==> images/layer_met1.png <==
Drawn at 4 px/um. Supply wires on this layer in grey.
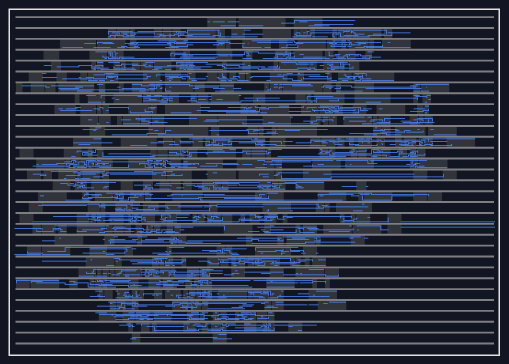
==> images/layer_met2.png <==
Drawn at 4 px/um.
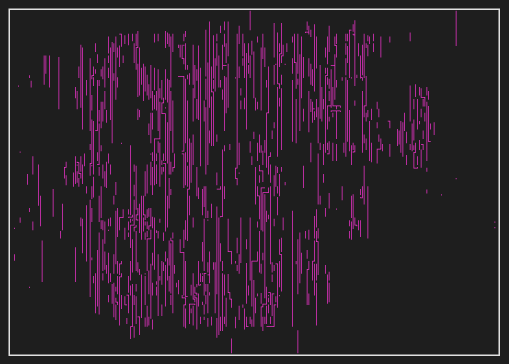
==> images/layer_met3.png <==
Drawn at 4 px/um.
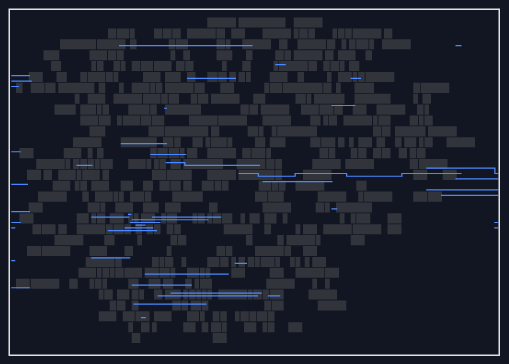
==> images/congestion.png <==
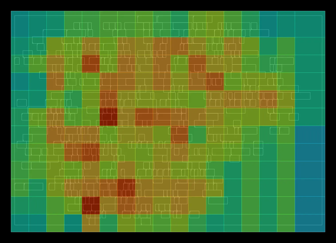
===== src/rtl/led_sequencer.sv =====
// -----------------------------------------------------------------------------
// led_sequencer
//
// Drives the board's 8 LEDs with one of four patterns (COUNT, SHIFT, BOUNCE,
// BLINK), advanced by an internal prescaled tick whose period is
// 2^(BASE_SHIFT+RATE) clocks. The front panel controls it with a RUN level
// (run/pause), a STEP pulse (single advance while paused) and a STOP pulse
// (back to idle, LEDs blanked).
//
// Build option:
//   LEDSEQ_GRAY_EN  when defined, COUNT mode shows the Gray code of the
//                   internal count instead of the plain binary count. The
//                   internal count, its wrap point and the other modes are
//                   unchanged.
// -----------------------------------------------------------------------------
module led_sequencer #(
  parameter int BASE_SHIFT = 17,
  parameter int CNT_W      = BASE_SHIFT + 8
) (
  input  logic       CLK,
  input  logic       RESET,
  input  logic       RUN,
  input  logic       STEP,
  input  logic       STOP,
  input  logic [1:0] MODE,
  input  logic [2:0] RATE,
  output logic [7:0] LED,
  output logic       TICK,
  output logic       WRAP
);

  // Pattern selector values as seen on MODE.
  localparam logic [1:0] MODE_COUNT  = 2'd0;
  localparam logic [1:0] MODE_SHIFT  = 2'd1;
  localparam logic [1:0] MODE_BOUNCE = 2'd2;
  localparam logic [1:0] MODE_BLINK  = 2'd3;

  localparam logic [CNT_W-1:0] ONE = {{(CNT_W-1){1'b0}}, 1'b1};

  typedef enum logic [1:0] {
    S_IDLE  = 2'd0,
    S_RUN   = 2'd1,
    S_PAUSE = 2'd2
  } state_t;

  state_t           state;
  logic [7:0]       pat;        // internal pattern value (binary count in COUNT)
  logic             dir_right;  // BOUNCE direction: 0 = moving left, 1 = right
  logic [1:0]       mode_q;     // MODE as seen on the previous edge
  logic [CNT_W-1:0] presc;

  logic [CNT_W-1:0] terminal;
  logic             tick_due;
  logic             mode_chg;
  logic [7:0]       init_val;
  logic [7:0]       adv_pat;
  logic             adv_dir;
  logic             adv_wrap;
  logic [7:0]       adv_led;

  // Starting pattern for a given mode.
  function automatic logic [7:0] init_pat(input logic [1:0] m);
    case (m)
      MODE_COUNT:  return 8'h00;
      MODE_SHIFT:  return 8'h01;
      MODE_BOUNCE: return 8'h01;
      default:     return 8'h55;
    endcase
  endfunction

  // Prescaler terminal count for the current RATE and the tick condition.
  // The compare is ">=" so that lowering RATE mid-period fires at once
  // instead of letting the prescaler run all the way around.
  always_comb begin
    terminal = (ONE << (BASE_SHIFT + int'(RATE))) - ONE;
    tick_due = (presc >= terminal);
    mode_chg = (MODE != mode_q);
    init_val = init_pat(MODE);
  end

  // One-step advance of the current pattern, plus its period-complete flag.
  // NOTE: every output of a combinational block is given a default first, so
  // no path through the case statement can leave a value unassigned and
  // infer a latch.
  always_comb begin
    adv_pat  = pat;
    adv_dir  = dir_right;
    adv_wrap = 1'b0;
    case (mode_q)
      MODE_COUNT: begin
        adv_pat  = pat + 8'd1;
        adv_wrap = (pat == 8'hFF);
      end
      MODE_SHIFT: begin
        adv_pat  = {pat[6:0], pat[7]};
        adv_wrap = (pat == 8'h80);
      end
      MODE_BOUNCE: begin
        if (!dir_right) begin
          // Moving left: turn around once the light lands on bit 7.
          adv_pat = pat << 1;
          adv_dir = (pat == 8'h40);
        end else begin
          // Moving right: turn around on bit 0; that landing closes a period.
          adv_pat  = pat >> 1;
          adv_dir  = (pat != 8'h02);
          adv_wrap = (pat == 8'h02);
        end
      end
      default: begin
        adv_pat  = (pat == 8'h55) ? 8'hAA : 8'h55;
        adv_wrap = (pat == 8'hAA);
      end
    endcase
  end

  // LED view of the advanced pattern. Initial values need no conversion:
  // the only one affected by the Gray option is COUNT's 0x00, which maps
  // to itself.
  always_comb begin
`ifdef LEDSEQ_GRAY_EN
    adv_led = (mode_q == MODE_COUNT) ? (adv_pat ^ (adv_pat >> 1)) : adv_pat;
`else
    adv_led = adv_pat;
`endif
  end

  // Control FSM with registered LED/TICK/WRAP; RESET overrides everything,
  // then STOP, then the per-state rules.
  // NOTE: all state here is updated with non-blocking assignments so every
  // register samples the pre-edge values of the others, regardless of the
  // order the statements are written in.
  always_ff @(posedge CLK) begin
    if (RESET) begin
      state     <= S_IDLE;
      pat       <= 8'h00;
      dir_right <= 1'b0;
      mode_q    <= 2'd0;
      presc     <= '0;
      LED       <= 8'h00;
      TICK      <= 1'b0;
      WRAP      <= 1'b0;
    end else begin
      mode_q <= MODE;
      TICK   <= 1'b0;
      WRAP   <= 1'b0;

      if (STOP) begin
        state     <= S_IDLE;
        pat       <= 8'h00;
        dir_right <= 1'b0;
        presc     <= '0;
        LED       <= 8'h00;
      end else begin
        case (state)
          S_IDLE: begin
            if (RUN) begin
              state     <= S_RUN;
              pat       <= init_val;
              dir_right <= 1'b0;
              presc     <= '0;
              LED       <= init_val;
            end
          end

          S_RUN: begin
            if (mode_chg) begin
              // New pattern restarts from its initial value; no advance now.
              state     <= RUN ? S_RUN : S_PAUSE;
              pat       <= init_val;
              dir_right <= 1'b0;
              presc     <= '0;
              LED       <= init_val;
            end else if (!RUN) begin
              // Pausing wins over a coincident tick; the LEDs freeze as-is.
              state <= S_PAUSE;
              presc <= '0;
            end else if (tick_due) begin
              pat       <= adv_pat;
              dir_right <= adv_dir;
              LED       <= adv_led;
              TICK      <= 1'b1;
              WRAP      <= adv_wrap;
              presc     <= '0;
            end else begin
              presc <= presc + ONE;
            end
          end

          S_PAUSE: begin
            if (mode_chg) begin
              state     <= RUN ? S_RUN : S_PAUSE;
              pat       <= init_val;
              dir_right <= 1'b0;
              presc     <= '0;
              LED       <= init_val;
            end else if (RUN) begin
              // RUN beats a simultaneous STEP: resume without stepping.
              state <= S_RUN;
              presc <= '0;
            end else if (STEP) begin
              pat       <= adv_pat;
              dir_right <= adv_dir;
              LED       <= adv_led;
              TICK      <= 1'b1;
              WRAP      <= adv_wrap;
            end
          end

          default: begin
            state <= S_IDLE;
            presc <= '0;
            LED   <= 8'h00;
          end
        endcase
      end
    end
  end

endmodule

===== config.mk =====
export PLATFORM = sky130hd
export DESIGN_NAME = led_sequencer
export DESIGN_NICKNAME = d
export VERILOG_FILES = /design/src/rtl/led_sequencer.sv
export SDC_FILE = /design/constraint.sdc
export NUM_CORES = 1
export LEC_CHECK = 0
export CAP_MARGIN = 5
export CORE_ASPECT_RATIO = 0.7
export CORE_MARGIN = 1
export CORE_UTILIZATION = 33
export CTS_CLUSTER_DIAMETER = 100
export DETAILED_ROUTE_END_ITERATION = 7
export PLACE_DENSITY = 0.54
export SETUP_SLACK_MARGIN = 0.3
export SLEW_MARGIN = 40
export SYNTH_ARGS = -nofsm -noshare
export SYNTH_HDL_FRONTEND = slang
export SYNTH_SLANG_ARGS = --single-unit

===== constraint.sdc =====
create_clock -name CLK -period 3.75 [get_ports CLK]
set_input_delay 0.75 -clock CLK [delete_from_list [all_inputs] [get_ports CLK]]
set_output_delay 0.75 -clock CLK [all_outputs]
set_load 0.05 [all_outputs]

==> out/results.tsv <==
stage	metric	value	unit
power_and_ir_drop	Comb pwr share	12.4	%
cells_and_area	most flop-heavy register	presc	
synthesis	synth warn	0	
cells_and_area	logic area	2340	um^2
drt	WL met1	4980	um
synthesis	cells after synthesis	425	
synthesis	Yosys top cell by instances	nand2_1	
synthesis	Flops after synth	48	
outcome	run status	complete, no violations	
power_and_ir_drop	P_comb	0.151	mW
cells_and_area	logic share of the area	55.2	%
critical_path	flop-to-flop setup slack	1.23	ns
cells_and_area	filler cell count	974	
placed_design	Post-DP HPWL	6620	um
clock_tree	CTS root buf	clkbuf_16	
synthesis	sequential cell area fraction in the yosys report	28.8	%
clock_tree	worst-case clock buffer depth	2	
placed_design	IO Port Bufs	19	
critical_path	CP arrival	3.55	ns
synthesis	area share, top type	28.8	%
cells_and_area	Non-clock inverters	12	
timing	Worst Tran Pin Value	0.612	ns
critical_path	CP Cell Sequence	clkdlybuf4s15_1 > or3_4 > ha_4 > mux2_4 > ha_4 > and4_4 > and2_4 > a32oi_4 > and4_4 > buf_4 > buf_12 > and3_1 > a211o_1	
placed_design	Setup WS pre-CTS	-0.296	ns
placed_design	Final GP Congestion	0.837	
cells_and_area	Design Area, Final	4230	um^2
critical_path	Critical Path Sink Type	register	
cells_and_area	NonClk Buf Share	13.0	%
cells_and_area	antenna cells	0	
critical_path	CP Class	input port to register	
synthesis	syn avg cell area	7.85	um^2
timing	Final Hold Viols	0	
global_route	vias in the first global route	2872	
power_and_ir_drop	cell internal pwr	0.913	mW
cells_and_area	Layout Nets	489	
timing	PnR worst setup slack	0.389	ns
synthesis	simple share	29.0	%
synthesis	Synth area leader	dfxtp_1	
cells_and_area	share of post-route cells with drive strength above 1	15.5	%
run	tally of OpenROAD warnings	33	
critical_path	stages on the worst setup path	13	
## Picture notes: layer_met1.png
main direction	horizontal
share of all routed wire	54%
Total Wirelength: 9310 um
vias post-DR: 3267

## Picture notes: layer_met2.png
nets with wire on the layer	390
wire length on this layer	3790 um
grt met2 use: 25.0%

## Picture notes: layer_met3.png
share of all routed wire	5.0%
wire length on this layer	463 um
main direction	horizontal
routing usage on met3: 4.06%

## Picture notes: congestion.png
Routed WL per cell: 15.9 um
post-layout utilization of the core: 43.3%
layer with the highest usage: met1

==> timing repair <==
item / in CTS / in global routing
setup buffers: 5 / 3
pin swaps: 5 / 7
endpoints found under the setup margin: 41 / 27
resized: 17 / 16
hold endpoints to repair: 0 / 0
gates cloned: 3 / 0
hold buffers: 0 / 0
==> worst register-to-register path, delay by kind of cell (launching register included) <==
| kind | cells | cell delay [ns] |
|---|---|---|
| AOI/OAI and AO/OA | 2 | 0.50 |
| buffers and inverters | 2 | 0.27 |
| DFF | 1 | 0.44 |
| and+or+nand+nor | 4 | 1.20 |
No activity file was given, so power comes from the tool's default toggle rates.
